## config.mk

```make
export PLATFORM = sky130hd
export DESIGN_NAME = apb_manager_ctrl
export DESIGN_NICKNAME = d
export VERILOG_FILES = /design/src/rtl/apb_manager_ctrl.sv
export SDC_FILE = /design/constraint.sdc
export NUM_CORES = 1
export LEC_CHECK = 0
export ABC_AREA = 1
export CELL_PAD_IN_SITES_DETAIL_PLACEMENT = 1
export CELL_PAD_IN_SITES_GLOBAL_PLACEMENT = 1
export CORE_ASPECT_RATIO = 2
export CORE_MARGIN = 5
export CORE_UTILIZATION = 32
export DETAILED_ROUTE_END_ITERATION = 8
export PLACE_DENSITY_LB_ADDON = 0.1
export RECOVER_POWER = 25
export SLEW_MARGIN = 20
export SYNTH_ARGS = -nofsm -noshare
export SYNTH_HDL_FRONTEND = slang
export SYNTH_SLANG_ARGS = --single-unit
```

## constraint.sdc

```tcl
create_clock -name clk -period 8.4 [get_ports clk]
set_clock_uncertainty 0.15 [all_clocks]
set_input_delay 2.1 -clock clk [delete_from_list [all_inputs] [get_ports clk]]
set_output_delay 2.1 -clock clk [all_outputs]
set_load 0.03 [all_outputs]
```

## src/rtl/apb_manager_ctrl.sv

```systemverilog
// APB manager: accepts one request at a time, decodes it onto a peripheral
// select lane, runs the SETUP/ACCESS phases with a wait timeout and holds the response.
module apb_manager_ctrl #(
    parameter int AddrWidth     = 32,
    parameter int DataWidth     = 32,
    parameter int PrphNum       = 4,
    parameter int RegionBits    = 12,
    parameter int TimeoutCycles = 16
) (
    input  logic                   clk,
    input  logic                   reset,
    input  logic                   reqValid,
    output logic                   reqReady,
    input  logic [AddrWidth-1:0]   reqAddr,
    input  logic                   reqWrite,
    input  logic [DataWidth-1:0]   reqWData,
    input  logic [DataWidth/8-1:0] reqStrb,
    input  logic [3:0]             reqProt,
    output logic                   rspValid,
    input  logic                   rspReady,
    output logic [DataWidth-1:0]   rspRData,
    output logic                   rspError,
    output logic [AddrWidth-1:0]   addr,
    output logic [3:0]             prot,
    output logic [PrphNum-1:0]     selectors,
    output logic                   enable,
    output logic                   write,
    output logic [DataWidth-1:0]   wData,
    output logic [DataWidth/8-1:0] strb,
    input  logic                   ready,
    input  logic [DataWidth-1:0]   rData,
    input  logic                   subError
);

    localparam int StrbWidth = DataWidth / 8;
    localparam int CntWidth  = $clog2(TimeoutCycles + 1);

    typedef enum logic [1:0] {
        IDLE   = 2'd0,
        SETUP  = 2'd1,
        ACCESS = 2'd2,
        RESP   = 2'd3
    } state_e;

    state_e                 state_q, state_d;
    logic [AddrWidth-1:0]   addr_q, addr_d;
    logic [3:0]             prot_q, prot_d;
    logic                   write_q, write_d;
    logic [DataWidth-1:0]   wdata_q, wdata_d;
    logic [StrbWidth-1:0]   strb_q, strb_d;
    logic [PrphNum-1:0]     sel_q, sel_d;
    logic [CntWidth-1:0]    cnt_q, cnt_d;
    logic [DataWidth-1:0]   rdata_q, rdata_d;
    logic                   err_q, err_d;

    logic [AddrWidth-1:0]   dec_idx;
    logic                   dec_hit;
    logic [PrphNum-1:0]     dec_onehot;

    assign dec_idx = reqAddr >> RegionBits;
    assign dec_hit = (dec_idx < AddrWidth'(PrphNum));

    always_comb begin
        dec_onehot = '0;
        for (int i = 0; i < PrphNum; i++) begin
            dec_onehot[i] = (dec_idx == AddrWidth'(i));
        end
    end

    always_comb begin
        // NOTE: every next-state value defaults to its register first, so no path can infer a latch.
        state_d = state_q;
        addr_d  = addr_q;
        prot_d  = prot_q;
        write_d = write_q;
        wdata_d = wdata_q;
        strb_d  = strb_q;
        sel_d   = sel_q;
        cnt_d   = cnt_q;
        rdata_d = rdata_q;
        err_d   = err_q;

        unique case (state_q)
            IDLE: begin
                if (reqValid) begin
                    addr_d  = reqAddr;
                    prot_d  = reqProt;
                    write_d = reqWrite;
                    wdata_d = reqWData;
                    strb_d  = reqWrite ? reqStrb : '0;
                    if (dec_hit) begin
                        sel_d   = dec_onehot;
                        state_d = SETUP;
                    end else begin
                        // Unmapped address: answer with an error without touching the bus.
                        sel_d   = '0;
                        rdata_d = '0;
                        err_d   = 1'b1;
                        state_d = RESP;
                    end
                end
            end
            SETUP: begin
                cnt_d   = '0;
                state_d = ACCESS;
            end
            ACCESS: begin
                if (ready) begin
                    rdata_d = write_q ? '0 : rData;
                    err_d   = subError;
                    sel_d   = '0;
                    state_d = RESP;
                end else begin
                    cnt_d = cnt_q + CntWidth'(1);
                    if (cnt_q == CntWidth'(TimeoutCycles - 1)) begin
                        rdata_d = '0;
                        err_d   = 1'b1;
                        sel_d   = '0;
                        state_d = RESP;
                    end
                end
            end
            RESP: begin
                if (rspReady) begin
                    state_d = IDLE;
                end
            end
            default: state_d = IDLE;
        endcase
    end

    // NOTE: sequential state uses non-blocking assignments only, so every register samples pre-edge values.
    always_ff @(posedge clk or posedge reset) begin
        if (reset) begin
            state_q <= IDLE;
            addr_q  <= '0;
            prot_q  <= '0;
            write_q <= 1'b0;
            wdata_q <= '0;
            strb_q  <= '0;
            sel_q   <= '0;
            cnt_q   <= '0;
            rdata_q <= '0;
            err_q   <= 1'b0;
        end else begin
            state_q <= state_d;
            addr_q  <= addr_d;
            prot_q  <= prot_d;
            write_q <= write_d;
            wdata_q <= wdata_d;
            strb_q  <= strb_d;
            sel_q   <= sel_d;
            cnt_q   <= cnt_d;
            rdata_q <= rdata_d;
            err_q   <= err_d;
        end
    end

    // Bus controls derive from the state, so reset clears them without waiting for a clock.
    assign reqReady  = (state_q == IDLE) && !reset;
    assign rspValid  = (state_q == RESP);
    assign rspRData  = rdata_q;
    assign rspError  = err_q;
    assign addr      = addr_q;
    assign prot      = prot_q;
    assign write     = write_q;
    assign wData     = wdata_q;
    assign strb      = strb_q;
    assign selectors = ((state_q == SETUP) || (state_q == ACCESS)) ? sel_q : '0;
    assign enable    = (state_q == ACCESS);

endmodule

```

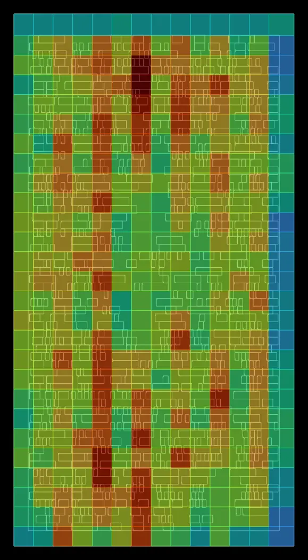
(images/congestion.png)
Util after Layout: 52.1%
GRT Resource Usage Total: 19.3%

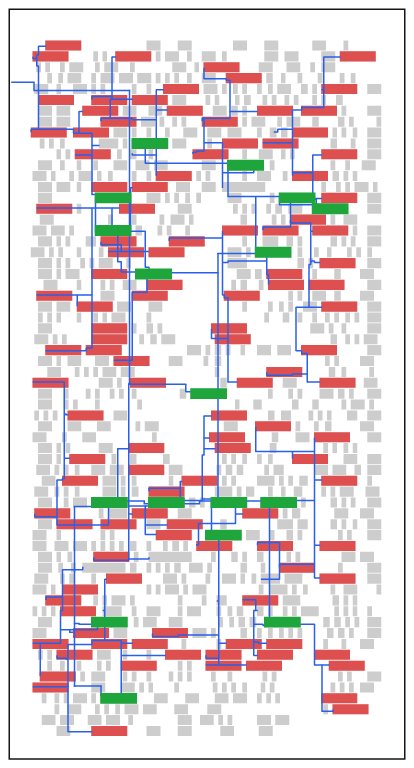
(images/clk_routes.png)
Drawn at 4 px/um.
legend:
  blue:
    item: clock wires
    length: 1770 um
  green:
    item: clock drivers
    count: 17
  red:
    item: flip-flops
    count: 117
routed clock nets: 18
flops lie: spread over the die

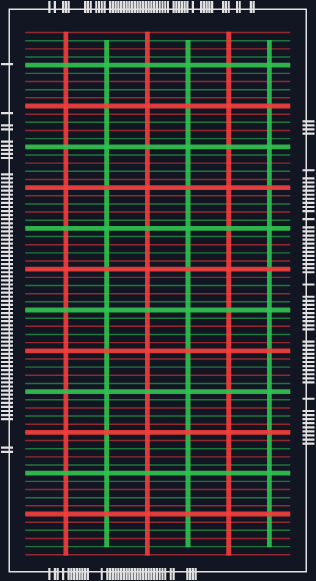
(images/power_grid.png)
Drawn at 3 px/um. Pins as bars on the die edge.
legend:
  green:
    net: VDD
  red:
    net: VSS
met1 rails: 65
met5 straps: 12
met4 straps: 6

==> results.cfg <==
; implementation run metrics
[outcome]
status = finished with violations
violations = max-capacitance violations, max-slew violations

[timing]
slew_violations = 74
rsz0062_at_grt = false
worst_pin_slew_ns = 3.33
setup_tns_ns = 0
fmax_mhz = 175
slew_headroom_pct = -123

[run]
tool_warnings = 29
drv_cap = 1

[worst_setup_path]
cp-end-kind = output port
path_depth = 3
crit_path_max_fanout = 2
path_buffers = 2
required_ns = 6.15
reg2reg_setup_slack_ns = 5.19
slowest_stage = clkdlybuf4s50_1
startpoint = reset
slowest_delay_ns = 0.67
crit_chain = dlygate4sd3_1 -> nor2_1 -> clkdlybuf4s50_1

[grt]
grt_pass1_vias = 5477
antenna_found_initial = 1
met1_usage_pct = 19.5
top_usage_layer = met2
grt_overflow = 0

[power_and_ir_drop]
pwr-share-seq_pct = 29.0
p_int_uw = 1850
fin_total_pwr_uw = 3180
power.group.top = combinational cells
sequentialPower_uw = 921
p_sw_uw = 1330
peakVddDrop_mv = 0.218
clk-power_uw = 758
p_leak_uw = 0.00403
p_per_area_nw_per_um2 = 397

[routing]
drtPass1Iterations = 4
routed.top_layer = met4
wire_per_inst_um = 16.5
wl_met3_mm = 1.30
ant_nets = 0
drt-total-wl_mm = 17.3

[die]
fp-row-count = 64
chipArea_um2 = 18400
n_tap_cell = 198
die_y_um = 187
boundaryPins = 224

[clocking]
post-cts-setup-buffers = 0
htreeDepth = 4
cts_tree = built
cts_buffers = 17
cts-resized-gates = 0
clock-sinks = 117
clock.latency.late_pin_ns = 0.41
cts_hold_buf = 0
cts.clk_slew.worst_paths_ns = 0.05

[finish]
design_area_um2 = 8010
final-nonclk-buf-share_pct = 28.2
n_all_buffers = 226
n_antenna_cell = 1
sh_comb_area_pct = 21.8
clk_share_pct = 7.75
n_clock_buffer = 23
fill_cells = 1803
logic_area_um2 = 1740
final_cells = 1048

[synthesis]
yosys_warnings = 0
numSynthFlops = 117
synthTopLogicFamily = simple AND/OR/NAND/NOR gates
synth_cells = 618
ys_types = 23
top_cells_by_count = nand2_1 (289), dfrtp_1 (117), inv_1 (54)
ys_sh_mux_pct = 0
synth_seq_share_pct = 58.4
ys_area_um2 = 5010
simple_gate_share_pct = 31.0

[place]
globalplace.congestion = 0.741
dp_hpwl_mm = 12.6
io_buffers = 223

[hold_path]
hold_path_startpoint = rspRData[22]$_DFFE_PP0P_
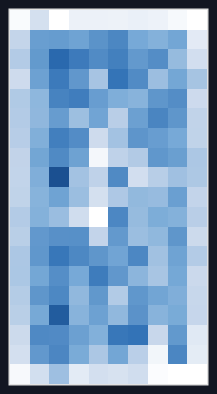
(images/cell_density.png)
Drawn at 2 px/um. The die is cut into 10 by 19 equal tiles; white is low, dark blue is high, 0 to 100% covered.
emptiest ninth of the die: bottom right
nearly empty tiles: 3.2%
mean over tiles: 42%
tiles over 75% full: 1.6%

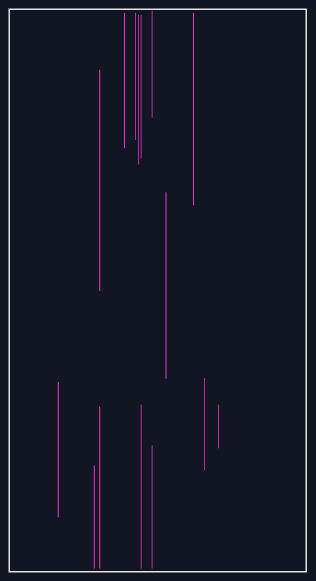
(images/layer_met4.png)
Drawn at 3 px/um.
share of all routed wire: 4.0%
main direction: vertical
longest straight run: 73.4 um
nets with wire on the layer: 13

Power figures rest on the tool's default switching activity, not on a simulated workload.
